Design flow_block_mux, sky130hd; sources not shown.
Figure 1. Ports around the boundary.
Pins as bars across the die edge, other pins in grey.
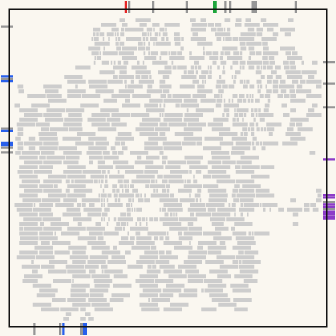
- out_din: purple (pins 9; direction output; edge right)
- out_full: green (pins 2; direction input; edge top)
- in1_din: blue (pins 8; direction input; edge 5 left, 3 bottom)
- in1_write: red (pins 1; direction input; edge top)
- all pins by edge: 14 right, 12 top, 10 left, 7 bottom
Die W: 181.2 um
Die Y: 181.2 um
PortBufs: 42

Figure 2. The metal 3 layer.
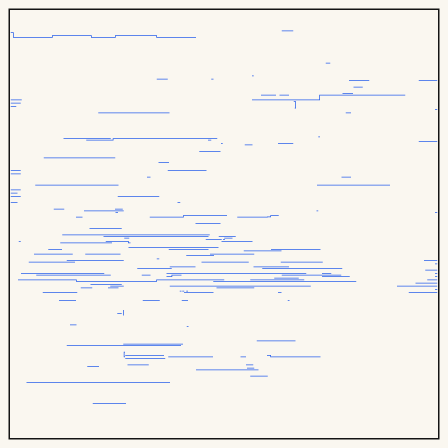
- nets with wire on the layer: 97
- wire length on this layer: 1950 um
Routed Wire Length: 32.64 mm
vias after detailed routing: 7695
met3 Use GR: 4.233%

==> flow_metrics.py <==
# Flow results
metrics = {
    "cts": {
        "cts_hold_buf": 1,
        "clk_latency_ps": 540,
        "clockBufferDepth": 3,
        "ctsHtreeMaxLevel": 2,
        "post_cts_resized": 0,
    },
    "power_and_ir_drop": {
        "seqPwrFrac_pct": 38.4,
        "p_clk_share_pct": 26.5,
    },
    "layout": {
        "fillers": 2462,
        "area_growth_pct": 16.48,
    },
    "route": {
        "highest_layer": "met4",
        "drc": 0,
    },
    "run_status": {
        "status": "complete, no violations",
    },
    "logic_synthesis": {
        "top_cells_by_area": "edfxtp_1 (54%), dfrtp_1 (13%), mux4_2 (10%)",
        "synth_area_leader_cell": "edfxtp_1",
        "synthCells": 823,
        "ys_seq_share_pct": 67.66,
    },
    "critical_path": {
        "r2r_slack_ps": 1000,
        "worstPathCellList": "inv_1, ha_1, mux2i_1, o211ai_1, nor2_1, nor4_1, ha_1, inv_1, ha_1, inv_1, fa_1, inv_1, a21oi_1, nor2_1, nor2_1, xnor2_1",
        "slowest_delay_ps": 570,
        "critical-path-slowest-cell": "ha_1",
    },
    "global_routing": {
        "grt.met1_usage_pct": 28.53,
        "overflow": 0,
        "grt.busiest_layer": "met2",
        "use_met2_pct": 31.66,
        "grtUsageTotal_pct": 20.29,
        "grt_pass1_vias": 7798,
    },
    "die": {
        "fp-row-count": 64,
        "design.core.area_um2": 30750,
    },
    "timing": {
        "setup-tns-final_ps": 0,
        "report.final.setup_viol": 0,
    },
    "place": {
        "post-place-cells": 1262,
    },
}
==> power groups by stage <==
| stage | registers (mW) | clock network [mW] | logic, mW |
|---|---|---|---|
| floorplan | 3.95 | 0 | 2.63 |
| detailed placement | 4.06 | 0 | 3.66 |
| global route | 4.06 | 2.96 | 3.99 |
| finish | 4.01 | 2.77 | 3.67 |
| global placement | 4.06 | 0 | 3.61 |
| CTS | 4.01 | 2.83 | 3.67 |
==> cell type report <==
cell class	instances	share of cell area, %
flip-flops and latches	331	58.09
multi-input cells	442	26.66
clock buffers	44	5.767
repair buffers	86	4.795
well taps	396	3.009
clock inverters	20	1.231
inverters	20	0.4559
==> critical path: cells and delay by family, from the launching register on <==
family / cells / cell delay [ps]
simple gates: 4 / 690
xor+xnor: 1 / 110
buf+inv: 4 / 340
flops: 1 / 390
fa+ha+maj: 4 / 1420
mux: 1 / 390
compound gates: 2 / 240
==> Yosys cell counts, types with 2 or more instances <==
| master | instances |
|---|---|
| o21ai_0 | 4 |
| xnor2_1 | 19 |
| a21o_1 | 2 |
| nand2b_1 | 11 |
| nand3_1 | 19 |
| a21oi_1 | 21 |
| nor2_1 | 50 |
| or2_2 | 2 |
| buf_4 | 2 |
| nor3b_1 | 2 |
| nand3b_1 | 7 |
| nand4_1 | 2 |
| nor2b_1 | 4 |
| or3b_2 | 2 |
| nor2_2 | 3 |
| mux4_2 | 64 |
| nor3_1 | 14 |
| dfrtp_1 | 75 |
| clkbuf_1 | 7 |
| buf_2 | 19 |
| mux2i_1 | 97 |
| edfxtp_1 | 256 |
| a22oi_1 | 16 |
| mux2_2 | 19 |
| nor4_1 | 5 |
| nand2_1 | 25 |
| fa_1 | 2 |
| xor2_1 | 11 |
| ha_1 | 23 |
| inv_1 | 20 |
| and3_1 | 4 |
No activity file was given, so power comes from the tool's default toggle rates.
